## src/rtl/game_pkg.sv

```systemverilog
// Shared stage-play constants: map geometry, arbiter FSM encoding and requester indices.
package game_pkg;

  localparam int ORIGIN_X = 60;
  localparam int ORIGIN_Y = 30;
  localparam int CELL     = 5;
  localparam int MAP_COLS = 40;
  localparam int MAP_ROWS = 36;

  typedef enum logic [1:0] {
    IDLE   = 2'd0,
    LOOKUP = 2'd1,
    RESP   = 2'd2
  } arb_state_e;

  localparam int REQ_PLAYER = 0;
  localparam int REQ_BOSS   = 1;
  localparam int REQ_OBJ    = 2;

endpackage

```

## src/rtl/map_port_arbiter_if.sv

```systemverilog
// Requester-side bus of the map port arbiter: level requests with packed pixel
// coordinates in, one-hot grant / response pulses and the shared blocked flag out.
interface map_port_arbiter_if #(
  parameter int NUM_REQ = 3,
  parameter int COORD_W = 9
);
  logic [NUM_REQ-1:0]         req;
  logic [NUM_REQ*COORD_W-1:0] req_x;
  logic [NUM_REQ*COORD_W-1:0] req_y;
  logic [NUM_REQ-1:0]         gnt;
  logic [NUM_REQ-1:0]         rsp_valid;
  logic                       rsp_blocked;

  modport master (output req, req_x, req_y, input gnt, rsp_valid, rsp_blocked);
  modport slave  (input req, req_x, req_y, output gnt, rsp_valid, rsp_blocked);
endinterface

```

## src/rtl/pixel_to_cell.sv

```systemverilog
// Combinational pixel -> map cell converter. With MAP_BOUNDS_CHECK_EN defined the
// in_map flag reports whether the pixel lies inside the map; otherwise it is always 1.
module pixel_to_cell
  import game_pkg::*;
#(
  parameter int COORD_W = 9
) (
  input  logic [COORD_W-1:0] x,
  input  logic [COORD_W-1:0] y,
  output logic [5:0]         row,
  output logic [5:0]         col,
  output logic               in_map
);

  logic [COORD_W-1:0] dx;
  logic [COORD_W-1:0] dy;

  // Unsigned subtraction: pixels left of / above the origin wrap to large values.
  assign dx = x - COORD_W'(ORIGIN_X);
  assign dy = y - COORD_W'(ORIGIN_Y);

`ifdef MAP_BOUNDS_CHECK_EN
  logic [COORD_W-1:0] col_full;
  logic [COORD_W-1:0] row_full;

  assign col_full = dx / COORD_W'(CELL);
  assign row_full = dy / COORD_W'(CELL);
  assign col      = col_full[5:0];
  assign row      = row_full[5:0];
  assign in_map   = (x >= COORD_W'(ORIGIN_X)) && (y >= COORD_W'(ORIGIN_Y)) &&
                    (col_full < COORD_W'(MAP_COLS)) && (row_full < COORD_W'(MAP_ROWS));
`else
  assign col    = 6'(dx / COORD_W'(CELL));
  assign row    = 6'(dy / COORD_W'(CELL));
  assign in_map = 1'b1;
`endif

endmodule

```

## src/rtl/map_port_arbiter.sv

```systemverilog
// Round-robin arbiter sharing the collision map ROM read port between movers;
// one lookup (grant, ROM read, one-cycle response) per ROM_LAT+2 cycles.
module map_port_arbiter
  import game_pkg::*;
#(
  parameter int NUM_REQ = 3,
  parameter int COORD_W = 9,
  parameter int ROM_LAT = 1
) (
  input  logic               clk,
  input  logic               rst,
  map_port_arbiter_if.slave  bus,
  output logic               map_rd,
  output logic [5:0]         map_row,
  output logic [5:0]         map_col,
  input  logic               map_bit,
  output logic               busy
);

  localparam int IDX_W = (NUM_REQ > 1) ? $clog2(NUM_REQ) : 1;
  localparam int CNT_W = (ROM_LAT > 1) ? $clog2(ROM_LAT) : 1;

  arb_state_e         state_reg;
  logic [IDX_W-1:0]   last_reg;
  logic [IDX_W-1:0]   idx_reg;
  logic [CNT_W-1:0]   lat_cnt_reg;
  logic               in_map_reg;
  logic [NUM_REQ-1:0] gnt_reg;
  logic [NUM_REQ-1:0] rsp_valid_reg;
  logic               rsp_blocked_reg;
  logic               map_rd_reg;
  logic [5:0]         row_reg;
  logic [5:0]         col_reg;
  logic               busy_reg;

  logic [COORD_W-1:0] x_arr [NUM_REQ];
  logic [COORD_W-1:0] y_arr [NUM_REQ];
  logic               win_found;
  logic [IDX_W-1:0]   win_idx;
  int                 cand;
  logic [5:0]         cell_row;
  logic [5:0]         cell_col;
  logic               cell_in_map;

  genvar gi;
  generate
    for (gi = 0; gi < NUM_REQ; gi++) begin : g_unpack
      assign x_arr[gi] = bus.req_x[gi*COORD_W +: COORD_W];
      assign y_arr[gi] = bus.req_y[gi*COORD_W +: COORD_W];
    end
  endgenerate

  // Priority search starts just after the previous winner.
  always_comb begin
    win_found = 1'b0;
    win_idx   = '0;
    cand      = 0;
    for (int k = 1; k <= NUM_REQ; k++) begin
      cand = (int'(last_reg) + k) % NUM_REQ;
      if (!win_found && bus.req[cand]) begin
        win_found = 1'b1;
        win_idx   = IDX_W'(cand);
      end
    end
  end

  pixel_to_cell #(.COORD_W(COORD_W)) u_pixel_to_cell (
    .x      (x_arr[win_idx]),
    .y      (y_arr[win_idx]),
    .row    (cell_row),
    .col    (cell_col),
    .in_map (cell_in_map)
  );

  always_ff @(posedge clk) begin
    if (!rst) begin
      state_reg       <= IDLE;
      last_reg        <= IDX_W'(NUM_REQ - 1);
      idx_reg         <= '0;
      lat_cnt_reg     <= '0;
      in_map_reg      <= 1'b0;
      gnt_reg         <= '0;
      rsp_valid_reg   <= '0;
      rsp_blocked_reg <= 1'b0;
      map_rd_reg      <= 1'b0;
      row_reg         <= '0;
      col_reg         <= '0;
      busy_reg        <= 1'b0;
    end else begin
      gnt_reg       <= '0;
      map_rd_reg    <= 1'b0;
      rsp_valid_reg <= '0;
      case (state_reg)
        IDLE: begin
          if (win_found) begin
            state_reg   <= LOOKUP;
            busy_reg    <= 1'b1;
            last_reg    <= win_idx;
            idx_reg     <= win_idx;
            lat_cnt_reg <= '0;
            gnt_reg     <= NUM_REQ'(1) << win_idx;
            map_rd_reg  <= cell_in_map;
            in_map_reg  <= cell_in_map;
            row_reg     <= cell_row;
            col_reg     <= cell_col;
          end
        end
        LOOKUP: begin
          if (lat_cnt_reg == CNT_W'(ROM_LAT - 1)) begin
            state_reg              <= RESP;
            rsp_valid_reg[idx_reg] <= 1'b1;
            // Out-of-map cells never touched the ROM and always read as wall.
            rsp_blocked_reg        <= in_map_reg ? map_bit : 1'b1;
          end else begin
            lat_cnt_reg <= lat_cnt_reg + CNT_W'(1);
          end
        end
        default: begin
          state_reg <= IDLE;
          busy_reg  <= 1'b0;
        end
      endcase
    end
  end

  assign bus.gnt         = gnt_reg;
  assign bus.rsp_valid   = rsp_valid_reg;
  assign bus.rsp_blocked = rsp_blocked_reg;
  assign map_rd          = map_rd_reg;
  assign map_row         = row_reg;
  assign map_col         = col_reg;
  assign busy            = busy_reg;

endmodule

```

## src/flat_wrapper.sv

```systemverilog
// flat-port wrapper written by rule: the top's interface ports become plain ports
module map_port_arbiter_flat import game_pkg::*;
#(
  parameter int NUM_REQ = 3,
  parameter int COORD_W = 9,
  parameter int ROM_LAT = 1
)
  (clk, rst, map_rd, map_row, map_col, map_bit, busy, bus_req, bus_req_x, bus_req_y, bus_gnt, bus_rsp_valid, bus_rsp_blocked);
  map_port_arbiter_if #(.NUM_REQ(NUM_REQ), .COORD_W(COORD_W)) bus_i ();
  input  logic clk;
  input  logic rst;
  output logic map_rd;
  output logic [5:0] map_row;
  output logic [5:0] map_col;
  input  logic map_bit;
  output logic busy;
  input wire logic [$bits(bus_i.req)-1:0] bus_req;
  input wire logic [$bits(bus_i.req_x)-1:0] bus_req_x;
  input wire logic [$bits(bus_i.req_y)-1:0] bus_req_y;
  output wire logic [$bits(bus_i.gnt)-1:0] bus_gnt;
  output wire logic [$bits(bus_i.rsp_valid)-1:0] bus_rsp_valid;
  output wire logic [$bits(bus_i.rsp_blocked)-1:0] bus_rsp_blocked;
  assign bus_i.req = bus_req;
  assign bus_i.req_x = bus_req_x;
  assign bus_i.req_y = bus_req_y;
  assign bus_gnt = bus_i.gnt;
  assign bus_rsp_valid = bus_i.rsp_valid;
  assign bus_rsp_blocked = bus_i.rsp_blocked;
  map_port_arbiter #(.NUM_REQ(NUM_REQ), .COORD_W(COORD_W), .ROM_LAT(ROM_LAT)) u_core (.clk(clk), .rst(rst), .bus(bus_i), .map_rd(map_rd), .map_row(map_row), .map_col(map_col), .map_bit(map_bit), .busy(busy));
endmodule
```

## config.mk

```make
export PLATFORM = sky130hd
export DESIGN_NAME = map_port_arbiter_flat
export DESIGN_NICKNAME = d
export VERILOG_FILES = /design/src/rtl/game_pkg.sv /design/src/rtl/map_port_arbiter_if.sv /design/src/rtl/pixel_to_cell.sv /design/src/rtl/map_port_arbiter.sv /design/src/flat_wrapper.sv
export SDC_FILE = /design/constraint.sdc
export NUM_CORES = 1
export LEC_CHECK = 0
export CORE_MARGIN = 4
export CORE_UTILIZATION = 45
export CTS_CLUSTER_SIZE = 14
export DETAILED_ROUTE_END_ITERATION = 10
export GPL_TIMING_DRIVEN = 0
export PLACE_DENSITY = 0.84
export SYNTH_ARGS = -nofsm -noshare
export SYNTH_HDL_FRONTEND = slang
export SYNTH_SLANG_ARGS = --single-unit
```

## constraint.sdc

```tcl
create_clock -name clk -period 7 [get_ports clk]
set_input_delay 0.7 -clock clk [delete_from_list [all_inputs] [get_ports clk]]
set_output_delay 0.7 -clock clk [all_outputs]
set_load 0.005 [all_outputs]
```

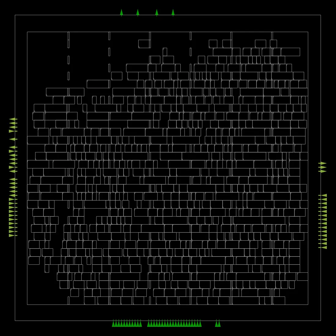
(run_1/placed.png)
final standard cell count with taps included and fillers excluded: 812
sequential fraction of total cell area: 8.94%
standard-cell rows: 34
Post-Route Utilization: 69.6%

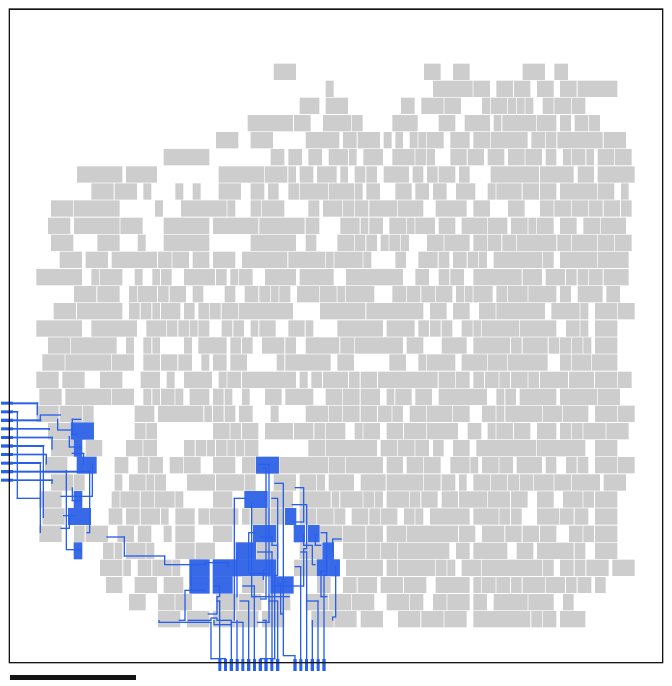
(run_1/port_trees.png)
Scale bar: 20 um.
| color | port | bits | direction | end cells | buffers | wire |
|---|---|---|---|---|---|---|
| blue | bus_req_x | 27 | input | 22 | 27 | 642 um |

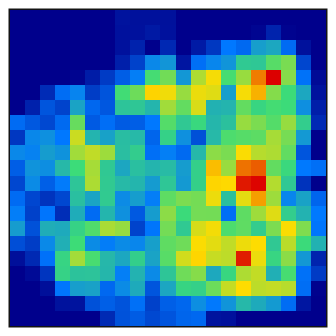
(run_1/route_heat.png)
21 x 21 tiles, from dark blue (low) to red (high), scaled to the fullest tile. Values are wire area over tile area, all layers added.
fullest tile: 0.79
densest ninth of the die: right middle
nearly empty tiles: 19%
mean over tiles: 0.25
emptiest ninth of the die: top left
tiles over half the peak: 26%

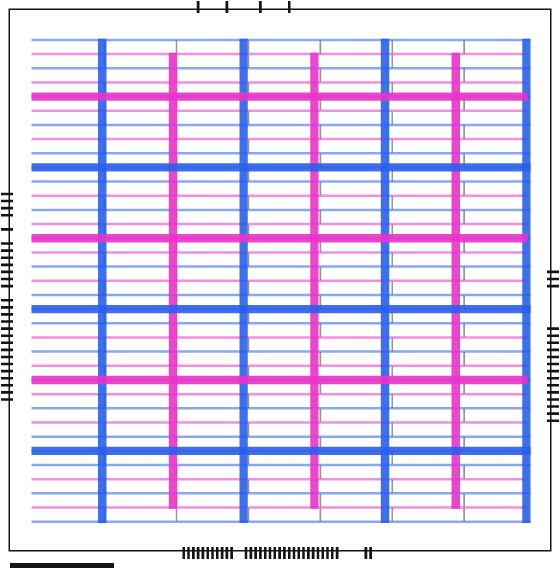
(run_1/floorplan.png)
Scale bar: 20 um. Pins as bars on the die edge. Tap cells in gray.
| color | net |
|---|---|
| blue | VSS |
| magenta | VDD |
met5 straps: 6
tap cells: 108
met4 straps: 7
rows: 34
met1 rails: 35

==> run_summary.xml, run 1 <==
<?xml version="1.0" encoding="UTF-8"?>
<metrics>
  <group name="clocking">
    <metric name="postCtsHoldBufs" unit="">0</metric>
    <metric name="cts_inserted_buffers" unit="">3</metric>
    <metric name="htreeDepth" unit="">1</metric>
    <metric name="cts_tree" unit="">yes</metric>
    <metric name="max_buffers_root_to_sink" unit="">2</metric>
    <metric name="clk_latency" unit="ps">270</metric>
    <metric name="cts.root.buffer_cell" unit="">clkbuf_8</metric>
  </group>
  <group name="timing">
    <metric name="postLayoutSetupSlackWorst" unit="ps">-39.9</metric>
    <metric name="slew_headroom" unit="%">33.1</metric>
    <metric name="finalClockPeriodUsage" unit="%">101</metric>
    <metric name="rsz0062_at_grt" unit="">yes</metric>
    <metric name="min_period" unit="ps">7040</metric>
    <metric name="clock.fmax" unit="MHz">142</metric>
    <metric name="hold_slack" unit="ps">475</metric>
    <metric name="fin_tns_setup" unit="ps">-39.9</metric>
    <metric name="final-max-slew-violation-count" unit="">0</metric>
    <metric name="tightestPinTransition" unit="ps">990</metric>
    <metric name="finClkSkew" unit="ps">4.97</metric>
    <metric name="final-setup-viol-count" unit="">1</metric>
  </group>
  <group name="worst_setup_path">
    <metric name="critPathSlowestCell" unit="">a2111o_1</metric>
    <metric name="critPathCaptureType" unit="">register</metric>
    <metric name="path_common_cell" unit="">buf_6</metric>
    <metric name="worst_ep_arrival_time" unit="ps">7180</metric>
    <metric name="crit_path_drt" unit="ps">7140</metric>
    <metric name="critPathMaxStageDelay" unit="ps">470</metric>
    <metric name="critPathKind" unit="">reg -&gt; reg</metric>
    <metric name="critical_path_launch_point_type" unit="">register</metric>
    <metric name="cp_max_fo" unit="">10</metric>
  </group>
  <group name="yosys">
    <metric name="syn_area" unit="sq mm">0.00412</metric>
    <metric name="post_synth_inst_count" unit="">555</metric>
    <metric name="yosys-top-cells-count" unit="">42 x a21oi_1, 39 x nand2_1, 39 x nor2_1</metric>
    <metric name="yosys_warnings" unit="">0</metric>
    <metric name="post_synth.cell_area_avg" unit="sq um">7.42</metric>
    <metric name="ys_cells" unit="">555</metric>
    <metric name="ys.flops" unit="">27</metric>
    <metric name="synth-edff-count" unit="">0</metric>
    <metric name="yosysSeqAreaShare" unit="%">13.1</metric>
    <metric name="top_area_share" unit="%">13.1</metric>
    <metric name="synth_top_cell_by_area" unit="">dfxtp_1</metric>
    <metric name="floorplan.nets" unit="">630</metric>
    <metric name="ff_type" unit="">dfxtp_1</metric>
    <metric name="synth.yosys.chip_area" unit="sq mm">0.00412</metric>
    <metric name="area_leaders" unit="">dfxtp_1 13%, a21oi_1 5.1%, ha_1 4.6%, o21ai_0 4.4%, nand2_1 3.6%</metric>
    <metric name="synthDistinctLibCells" unit="">102</metric>
  </group>
  <group name="final_layout">
    <metric name="filler_cell_count" unit="">669</metric>
    <metric name="antennaDiodeCount" unit="">0</metric>
    <metric name="syn2layout_area_growth" unit="%">48.8</metric>
  </group>
  <group name="detailed_routing">
    <metric name="number_of_drc_violations_after_detailed_routing" unit="">0</metric>
    <metric name="ant_nets" unit="">0</metric>
    <metric name="topRoutingLayerUsed" unit="">met4</metric>
    <metric name="per_cell_routed_wire_length" unit="um">19.9</metric>
    <metric name="routed-wl-met3" unit="um">1320</metric>
    <metric name="routed_length_on_met2" unit="um">7930</metric>
    <metric name="firstDrtPassIters" unit="">6</metric>
    <metric name="viasPerCell" unit="">6.74</metric>
    <metric name="wirelength" unit="um">16200</metric>
  </group>
  <group name="die">
    <metric name="floorplanUtilization" unit="%">46.8</metric>
    <metric name="floorplan.die.width" unit="um">104</metric>
    <metric name="design.die.area" unit="sq mm">0.0107</metric>
    <metric name="design.core.area" unit="sq mm">0.00881</metric>
    <metric name="ios" unit="">81</metric>
  </group>
  <group name="global_routing">
    <metric name="total_congestion_overflow" unit="">0</metric>
    <metric name="antenna_found_initial" unit="">0</metric>
    <metric name="grt_first_pass_wirelength" unit="um">24000</metric>
    <metric name="first_global_vias" unit="">5095</metric>
    <metric name="grt_max_degree" unit="">16</metric>
    <metric name="gr-usage-all-layers" unit="%">25.6</metric>
  </group>
  <group name="worst_hold_path">
    <metric name="hold_path_class" unit="">reg -&gt; reg</metric>
  </group>
  <group name="placement">
    <metric name="placement.io_buffers" unit="">80</metric>
    <metric name="post-dp-hpwl" unit="um">10600</metric>
    <metric name="dpl.cell_count" unit="">743</metric>
  </group>
  <group name="job">
    <metric name="tool_warnings" unit="">37</metric>
  </group>
  <group name="outcome">
    <metric name="violations_in_the_final_reports" unit="">negative setup slack</metric>
    <metric name="run_status" unit="">finished with violations</metric>
  </group>
</metrics>
## run 1: through the flow
| stage | instance area [sq um] | worst slack (ps) |
|---|---|---|
| after CTS | 5590 | 2.66 |
| after detailed placement | 5100 | -1670 |
| final | 6130 | -39.9 |
| after floorplan | 4170 | 0.281 |
| after global placement | 5100 | -1590 |
| after global routing | 6130 | -309 |
## run 1: routing by layer
metal / vias to the layer above / track usage, %
met5: - / 0
met4: 0 / 7.98
met3: 75 / 3.86
met2: 322 / 44.3
met1: 2614 / 32.7
li1: 2465 / -
## run 1: what timing repair did
| action | CTS | global route |
|---|---|---|
| cloned | 0 | 0 |
| setup buffers | 32 | 34 |
| setup endpoints to repair | 4 | 2 |
| hold endpoints to repair | 0 | 0 |
| resized | 47 | 66 |
| pin swaps | 23 | 49 |
## run 1: cell type report
type	instances	area [sq um]	area share [%]
multi-input combinational	482	3840	62.6
timing repair buffer	146	1300	21.2
sequential	27	548	8.94
buffer	23	174	2.84
tap	108	135	2.21
inverter	22	88.8	1.45
clock buffer	3	41.3	0.674
clock inverter	1	5.00	0.0817
## run 1: cell usage in the layout, fill, tap and decap left out, types with 9 or more instances in the layout
cell	n
o21ai_1	9
nand3_1	23
inv_1	17
clkdlybuf4s50_1	77
ha_1	11
o211a_1	10
and3_1	11
nor2_1	38
nor3_1	10
o211ai_1	14
a21oi_1	39
o21a_1	9
o21ai_0	29
dfxtp_1	25
nand2_1	32
a31oi_1	12
nand4_1	9
buf_4	64
mux2i_1	12
## run 1: path summary, 6_finish.rpt
check	startpoint	to	slack [ps]	depth (start not counted)
max	u_core.last_reg[1]	u_core.map_row[0]	-40	33
min	u_core.in_map_reg	u_core.in_map_reg	480	1
max reg2reg	u_core.last_reg[1]	u_core.map_row[0]	-40	33
min reg2reg	u_core.in_map_reg	u_core.in_map_reg	480	1
## run 1: kinds of logic after synthesis
| group | synth area share [%] |
|---|---|
| compound gates | 42.1 |
| simple gates | 27.1 |
| buf+inv | 4.92 |
| flops | 13.1 |
| mux | 4.65 |
| fa+ha+maj | 4.80 |
| xor+xnor | 3.37 |
## run 1: critical path, delay by kind of cell, from the launching register on
family / cells / cell delay (ps)
DFF: 1 / 380
AOI/OAI and AO/OA: 13 / 2940
buffers and inverters: 7 / 1050
adders and majority gates: 2 / 400
muxes: 1 / 140
and+or+nand+nor: 9 / 1800
xor gates and xnor gates: 1 / 160
==> run_1/class_map.png <==
Fill, decap, tap and diode cells in gray.
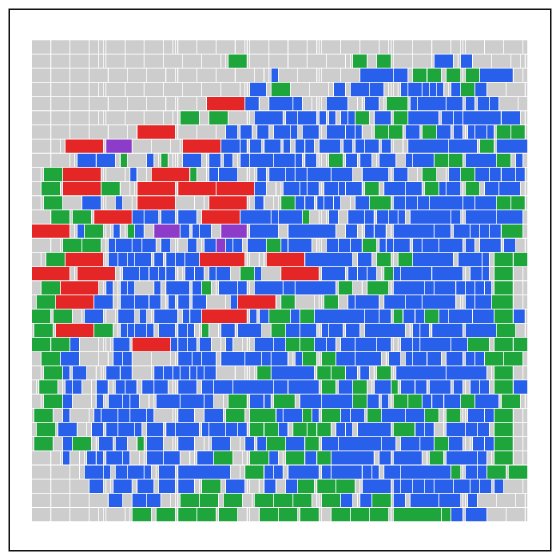

## Run 2: what changed since run 1
GPL_TIMING_DRIVEN = default   (was 0)
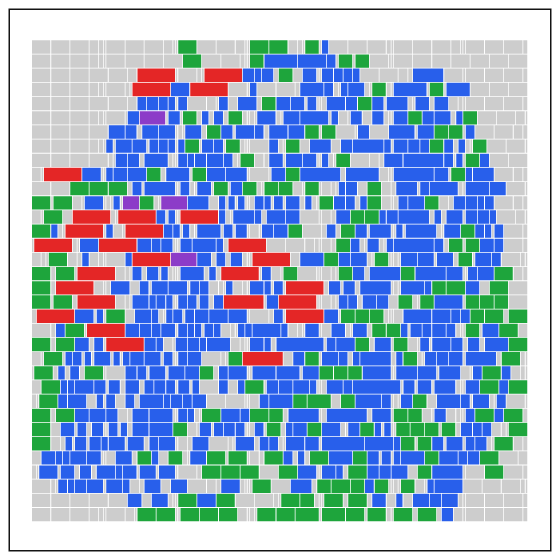
(run_2/class_map.png)
Fill, decap, tap and diode cells in gray.
| color | class | cells | share of their area |
|---|---|---|---|
| blue | remaining logic cells | 504 | 63% |
| green | remaining buffers and delay cells | 182 | 27% |
| purple | clock drivers and dummy loads | 4 | 0.86% |
| red | sequential cells | 27 | 9.3% |

==> run 2 against run 1 <==
Compared with the run above:
- the flow now finishes without violations
- worst hold slack got worse by 6.7 ps
- cell count rose by 1.6%
- worst setup slack improved by 300 ps
- non-clock buffer count rose by 13
- maximum frequency rose by 4.5%
- utilization fell by 1.6 points
- cell area fell by 2.3%
- register-to-register slack improved by 300 ps
- largest cell class unchanged
- highest routed layer unchanged
==> run_summary.xml, run 2 <==
<?xml version="1.0" encoding="UTF-8"?>
<metrics>
  <group name="global_routing">
    <metric name="total_congestion_overflow" unit="">0</metric>
    <metric name="antenna_found_initial" unit="">0</metric>
    <metric name="gr-usage-all-layers" unit="%">25.3</metric>
    <metric name="first_global_vias" unit="">5153</metric>
  </group>
  <group name="final_layout">
    <metric name="antennaDiodeCount" unit="">0</metric>
    <metric name="final_common_cell" unit="">buf_4</metric>
    <metric name="layout_top_cells_excl_fill_tap" unit="">102 x buf_4, 77 x clkdlybuf4s50_1, 41 x a21oi_1</metric>
    <metric name="filler_cell_count" unit="">696</metric>
  </group>
  <group name="yosys">
    <metric name="yosysSeqAreaShare" unit="%">13.1</metric>
    <metric name="yosys-top-cells-count" unit="">42 x a21oi_1, 39 x nand2_1, 39 x nor2_1</metric>
    <metric name="synth-edff-count" unit="">0</metric>
    <metric name="ys_cells" unit="">555</metric>
    <metric name="area_leaders" unit="">dfxtp_1 13%, a21oi_1 5.1%, ha_1 4.6%, o21ai_0 4.4%, nand2_1 3.6%</metric>
    <metric name="syn_area" unit="sq mm">0.00412</metric>
    <metric name="ys.flops" unit="">27</metric>
    <metric name="post_synth_inst_count" unit="">555</metric>
    <metric name="post_synth.cell_area_avg" unit="sq um">7.42</metric>
    <metric name="synth.yosys.chip_area" unit="sq mm">0.00412</metric>
    <metric name="synth_top_cell_by_area" unit="">dfxtp_1</metric>
    <metric name="synthDistinctLibCells" unit="">102</metric>
    <metric name="floorplan.nets" unit="">630</metric>
    <metric name="yosys_warnings" unit="">0</metric>
  </group>
  <group name="detailed_routing">
    <metric name="per_cell_routed_wire_length" unit="um">18.1</metric>
    <metric name="firstDrtPassIters" unit="">5</metric>
    <metric name="wirelength" unit="um">14900</metric>
    <metric name="viasPerCell" unit="">6.41</metric>
    <metric name="ant_nets" unit="">0</metric>
  </group>
  <group name="die">
    <metric name="placement_rows" unit="">34</metric>
    <metric name="ios" unit="">81</metric>
    <metric name="design.die.area" unit="sq mm">0.0107</metric>
    <metric name="floorplanUtilization" unit="%">46.8</metric>
  </group>
  <group name="worst_setup_path">
    <metric name="critPathSlowestCell" unit="">a2111o_1</metric>
    <metric name="worst_r2r_path_depth" unit="">29</metric>
    <metric name="critical_path_launch_point_type" unit="">register</metric>
    <metric name="critPathCaptureType" unit="">register</metric>
    <metric name="cp_max_fo" unit="">14</metric>
    <metric name="critPathKind" unit="">reg -&gt; reg</metric>
    <metric name="crit_path_drt" unit="ps">7160</metric>
    <metric name="critPathMaxStageDelay" unit="ps">430</metric>
    <metric name="r2r_end" unit="">u_core.map_row[0]</metric>
  </group>
  <group name="timing">
    <metric name="slew_headroom" unit="%">51.7</metric>
    <metric name="hold_slack" unit="ps">468</metric>
    <metric name="min_period" unit="ps">6740</metric>
    <metric name="finClkSkew" unit="ps">9.51</metric>
    <metric name="clock.fmax" unit="MHz">148</metric>
    <metric name="tightestPinTransition" unit="ps">723</metric>
    <metric name="final-setup-viol-count" unit="">0</metric>
  </group>
  <group name="clocking">
    <metric name="clk_latency" unit="ps">280</metric>
    <metric name="htreeDepth" unit="">1</metric>
    <metric name="cts_tree" unit="">yes</metric>
    <metric name="max_buffers_root_to_sink" unit="">2</metric>
    <metric name="cts_inserted_buffers" unit="">3</metric>
    <metric name="postCtsHoldBufs" unit="">0</metric>
  </group>
  <group name="worst_hold_path">
    <metric name="hold_crit_depth" unit="">1</metric>
  </group>
  <group name="placement">
    <metric name="placement.io_buffers" unit="">80</metric>
  </group>
  <group name="job">
    <metric name="tool_warnings" unit="">36</metric>
  </group>
  <group name="outcome">
    <metric name="run_status" unit="">finished clean</metric>
  </group>
</metrics>
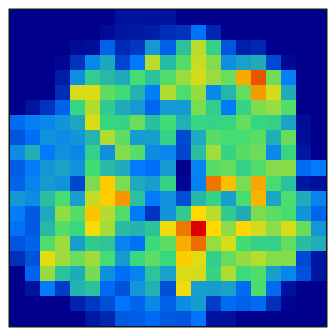
(run_2/route_heat.png)
21 x 21 tiles, from dark blue (low) to red (high), scaled to the fullest tile. Values are wire area over tile area, all layers added.
emptiest ninth of the die: top left
tiles over half the peak: 27%
fullest tile: 0.71

run 2: cell counts after synthesis:
Identical to the previous run, type by type.
run 2: critical path: cells and delay by family, from the launching register on:
kind,cells,cell delay (ps)
compound gates,12,2540
xor+xnor,1,140
fa+ha+maj,2,510
flops,1,390
buf+inv,3,420
simple gates,8,1940
mux,3,650
run 2: worst max-delay path by stage:
stage                     cells after the start  slack (ps)         startpoint                 to
after global placement                       29          90         bus_req[2]  u_core.map_row[0]
after global routing                         32         -50  u_core.idx_reg[0]  u_core.map_row[0]
after CTS                                    29         0.6         bus_req[2]  u_core.map_row[0]
final                                        29         260  u_core.idx_reg[0]  u_core.map_row[0]
after detailed placement                     29        -250         bus_req[2]  u_core.map_row[0]
after floorplan                              33         0.3  u_core.idx_reg[0]  u_core.map_row[0]
run 2: logic make-up (layout without fill, tap and decap cells):
| kind of cell | after synthesis | after routing | share of synthesized area [%] |
|---|---|---|---|
| buf+inv | 46 | 208 | 4.92 |
| fa+ha+maj | 16 | 16 | 4.80 |
| mux | 18 | 18 | 4.65 |
| simple gates | 205 | 205 | 27.1 |
| xor+xnor | 15 | 15 | 3.37 |
| flops | 27 | 27 | 13.1 |
| compound gates | 228 | 228 | 42.1 |
run 2: cell type report:
class	count	area [sq um]	share of cell area, %
well taps	108	135	2.26
flip-flops and latches	27	543	9.07
multi-input cells	482	3600	60.2
inverters	22	82.6	1.38
clock buffers	3	41.3	0.690
repair buffers	182	1570	26.3
clock inverters	1	8.76	0.146
run 2: per-layer routing:
metal	routed length [um]	track usage, %	vias to the layer above	part of all wire [%]
li1	-	-	2499	-
met1	6260	31.6	2488	42
met2	7190	45.0	253	48
met3	1010	3.98	47	6.8
met4	442	6.84	0	3.0
met5	0	0	-	0
run 2: what timing repair did:
item,in CTS,in global routing
pin swaps,1,8
endpoints found under the setup margin,1,1
buffers inserted,1,2
gates resized,3,41
run 2: stage by stage:
stage | worst slack [ps] | setup TNS [ps] | std cells | utilization [%] | cell area [sq um]
2_1_floorplan | 0.281 | 0 | 555 | - | 4170
3_3_place_gp | 93.1 | 0 | 818 | 64.9 | 5720
3_5_place_dp | -255 | -255 | 818 | 64.9 | 5720
4_1_cts | 0.569 | 0 | 823 | 65.7 | 5780
5_1_grt | -46.1 | -46.1 | 825 | 68.0 | 5990
6_report | 263 | 0 | 825 | 68.0 | 5990
==> run_2/floorplan.png <==
Scale bar: 20 um. Pins as bars on the die edge. Tap cells in gray.
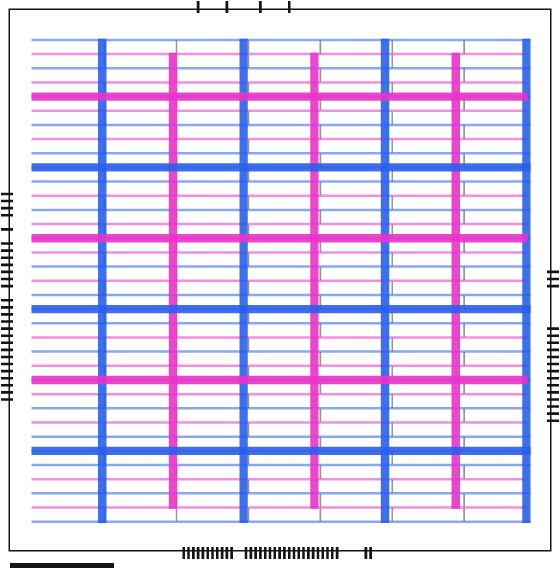

## Run 3: what changed since run 2
--- a/config.mk
+++ b/config.mk
@@ -7,7 +7,10 @@
 export LEC_CHECK = 0
+export ABC_CLOCK_PERIOD_IN_PS = 7000
+export CELL_PAD_IN_SITES_DETAIL_PLACEMENT = 1
+export CELL_PAD_IN_SITES_GLOBAL_PLACEMENT = 2
 export CORE_MARGIN = 4
-export CORE_UTILIZATION = 45
+export CORE_UTILIZATION = 27
 export CTS_CLUSTER_SIZE = 14
 export DETAILED_ROUTE_END_ITERATION = 10
-export PLACE_DENSITY = 0.84
+export PLACE_DENSITY = 0.88
 export SYNTH_ARGS = -nofsm -noshare
--- a/constraint.sdc
+++ b/constraint.sdc
@@ -3,2 +3,2 @@
 set_output_delay 0.7 -clock clk [all_outputs]
-set_load 0.005 [all_outputs]
+set_load 0.02 [all_outputs]
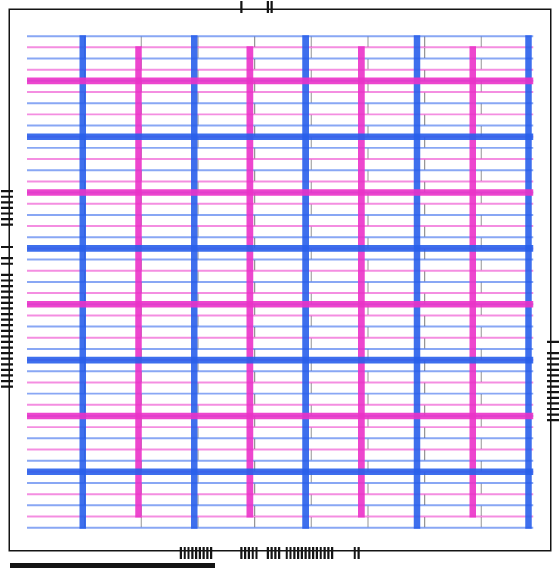
(run_3/floorplan.png)
Scale bar: 50 um. Pins as bars on the die edge. Tap cells in gray.
| color | net |
|---|---|
| magenta | VDD |
| blue | VSS |
rows: 44
tap cells: 184
met4 straps: 9

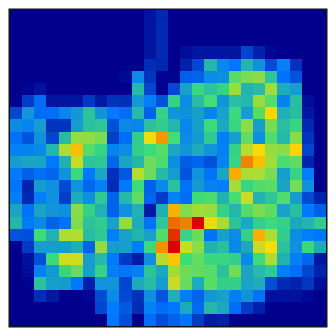
(run_3/route_heat.png)
26 x 26 tiles, from dark blue (low) to red (high), scaled to the fullest tile. Values are wire area over tile area, all layers added.
fullest tile: 0.64
mean over tiles: 0.17
nearly empty tiles: 27%
tiles over half the peak: 15%

==> run 3 against run 2 <==
Compared with the run above:
- clock-buffer cell count stayed put
- non-clock buffer count is 31 higher
- die area is 61% higher
- utilization down 24 points
- area after synthesis unchanged
- largest cell class unchanged
- cell area grew 7.5%
- worst setup slack improved by 5.5 ps
==> run_summary.xml, run 3 <==
<?xml version="1.0" encoding="UTF-8"?>
<metrics>
  <group name="clocking">
    <metric name="max_buffers_root_to_sink" unit="">2</metric>
    <metric name="clk_latency" unit="ps">260</metric>
    <metric name="cts_tree" unit="">yes</metric>
    <metric name="htreeDepth" unit="">1</metric>
    <metric name="cts_inserted_buffers" unit="">3</metric>
  </group>
  <group name="global_routing">
    <metric name="first_global_vias" unit="">5720</metric>
    <metric name="gr-usage-all-layers" unit="%">19.2</metric>
    <metric name="grt_max_degree" unit="">27</metric>
    <metric name="total_congestion_overflow" unit="">0</metric>
    <metric name="antenna_found_initial" unit="">0</metric>
  </group>
  <group name="yosys">
    <metric name="synth_dominant_cell_count" unit="">a21oi_1</metric>
    <metric name="yosysSeqAreaShare" unit="%">13.1</metric>
    <metric name="area_leaders" unit="">dfxtp_1 13%, a21oi_1 5.1%, ha_1 4.6%, o21ai_0 4.4%, nand2_1 3.6%</metric>
    <metric name="floorplan.nets" unit="">630</metric>
    <metric name="synth.yosys.chip_area" unit="sq mm">0.00412</metric>
    <metric name="syn_area" unit="sq mm">0.00412</metric>
    <metric name="ys.flops" unit="">27</metric>
    <metric name="synthDistinctLibCells" unit="">102</metric>
    <metric name="yosys_warnings" unit="">0</metric>
    <metric name="synth-edff-count" unit="">0</metric>
    <metric name="post_synth.cell_area_avg" unit="sq um">7.42</metric>
    <metric name="post_synth_inst_count" unit="">555</metric>
    <metric name="ys_cells" unit="">555</metric>
    <metric name="yosys-top-cells-count" unit="">42 x a21oi_1, 39 x nand2_1, 39 x nor2_1</metric>
    <metric name="synth_top_cell_by_area" unit="">dfxtp_1</metric>
  </group>
  <group name="timing">
    <metric name="clock.fmax" unit="MHz">149</metric>
    <metric name="slew_headroom" unit="%">48.0</metric>
    <metric name="hold_slack" unit="ps">469</metric>
    <metric name="min_period" unit="ps">6730</metric>
    <metric name="final-setup-viol-count" unit="">0</metric>
    <metric name="tightestPinTransition" unit="ps">778</metric>
    <metric name="finClkSkew" unit="ps">2.02</metric>
  </group>
  <group name="worst_hold_path">
    <metric name="worst_hold_startpoint" unit="">u_core.in_map_reg</metric>
    <metric name="hold_crit_depth" unit="">1</metric>
  </group>
  <group name="worst_setup_path">
    <metric name="critical_path_cell_count" unit="">32</metric>
    <metric name="critPathMaxStageDelay" unit="ps">470</metric>
    <metric name="critPathKind" unit="">reg -&gt; reg</metric>
    <metric name="worst_r2r_path_depth" unit="">32</metric>
    <metric name="timing.critical_path.buf_inv" unit="">5</metric>
    <metric name="critPathCaptureType" unit="">register</metric>
    <metric name="critPathSlowestCell" unit="">a2111o_1</metric>
    <metric name="r2r_end" unit="">u_core.map_row[0]</metric>
    <metric name="r2r_setup_slack" unit="ps">270</metric>
    <metric name="critical_path_launch_point_type" unit="">register</metric>
    <metric name="crit_path_drt" unit="ps">7190</metric>
    <metric name="path_delay_family" unit="">simple AND/OR/NAND/NOR gates</metric>
  </group>
  <group name="detailed_routing">
    <metric name="detail_route.iter0.violations" unit="">285</metric>
    <metric name="per_cell_routed_wire_length" unit="um">19.8</metric>
    <metric name="wirelength" unit="um">18400</metric>
    <metric name="viasPerCell" unit="">5.77</metric>
    <metric name="firstDrtPassIters" unit="">5</metric>
    <metric name="ant_nets" unit="">0</metric>
  </group>
  <group name="job">
    <metric name="tool_warnings" unit="">36</metric>
  </group>
  <group name="placement">
    <metric name="globalplace.congestion" unit="">0.941</metric>
    <metric name="placement.cell_area" unit="sq mm">0.00593</metric>
    <metric name="placement.io_buffers" unit="">80</metric>
    <metric name="post-dp-hpwl" unit="um">14000</metric>
  </group>
  <group name="final_layout">
    <metric name="seq_area" unit="sq um">548</metric>
    <metric name="final_area" unit="sq mm">0.00643</metric>
    <metric name="filler_cell_count" unit="">1810</metric>
    <metric name="final_util" unit="%">43.6</metric>
    <metric name="final_common_cell" unit="">buf_4</metric>
    <metric name="layout_top_cells_excl_fill_tap" unit="">131 x buf_4, 77 x clkdlybuf4s50_1, 41 x a21oi_1</metric>
    <metric name="antennaDiodeCount" unit="">0</metric>
    <metric name="layout.area.comb" unit="sq mm">0.00368</metric>
  </group>
  <group name="die">
    <metric name="floorplanUtilization" unit="%">27.9</metric>
    <metric name="design.die.area" unit="sq mm">0.0173</metric>
    <metric name="placement_rows" unit="">44</metric>
    <metric name="ios" unit="">81</metric>
  </group>
  <group name="outcome">
    <metric name="run_status" unit="">finished clean</metric>
  </group>
</metrics>
## run 3: netlist changes by cell type in the layout (fill, tap and decap cells not counted), sizes merged
| cell | before | now |
|---|---|---|
| inv | 22 | 21 |
| clkbuf | 3 | 4 |
| dlymetal6s2s | 3 | 2 |
| clkinv | 1 | 2 |
| buf | 102 | 133 |
## run 3: logic make-up (layout without fill, tap and decap cells)
kind of cell	Yosys count	in the layout	synth area share, %
xor+xnor	15	15	3.37
compound gates	228	228	42.1
buf+inv	46	239	4.92
mux	18	18	4.65
fa+ha+maj	16	16	4.80
flops	27	27	13.1
simple gates	205	205	27.1
## run 3: area by class of cell
| class | instances | area share (%) |
|---|---|---|
| multi-input cells | 482 | 57.1 |
| clock inverters | 1 | 0.0778 |
| flip-flops and latches | 27 | 8.52 |
| inverters | 22 | 1.32 |
| clock buffers | 3 | 1.17 |
| repair buffers | 213 | 28.2 |
| well taps | 184 | 3.58 |
## run 3: worst max path at each step
stage	from	to
2_1_floorplan	u_core.idx_reg[0]	u_core.map_row[0]
3_3_place_gp	bus_req[2]	u_core.map_row[0]
3_5_place_dp	bus_req[2]	u_core.map_row[0]
4_1_cts	bus_req[2]	u_core.map_row[0]
5_1_grt	u_core.idx_reg[0]	u_core.map_row[0]
6_report	u_core.idx_reg[0]	u_core.map_row[0]
## run 3: timing repair
item                                    CTS  global route
buffers inserted                          0            18
pin swaps                                 4            30
gates cloned                              0             0
endpoints found under the setup margin    1             3
gates resized                             8            61
## run 3: routing by layer
layer	track usage, %	vias up	routed length [um]
met5	0	-	0
met4	5.31	0	529
met3	2.45	44	726
met2	35.4	156	9350
met1	23.5	2634	7820
li1	-	2548	-
## run 3: through the flow
stage                     instances  TNS, ps  setup slack, ps
final                           932        0              269
after global routing            932     -153             -153
after CTS                       914        0             26.1
after detailed placement        910     -345             -345
after global placement          910     -106             -106
after floorplan                 555        0            0.281
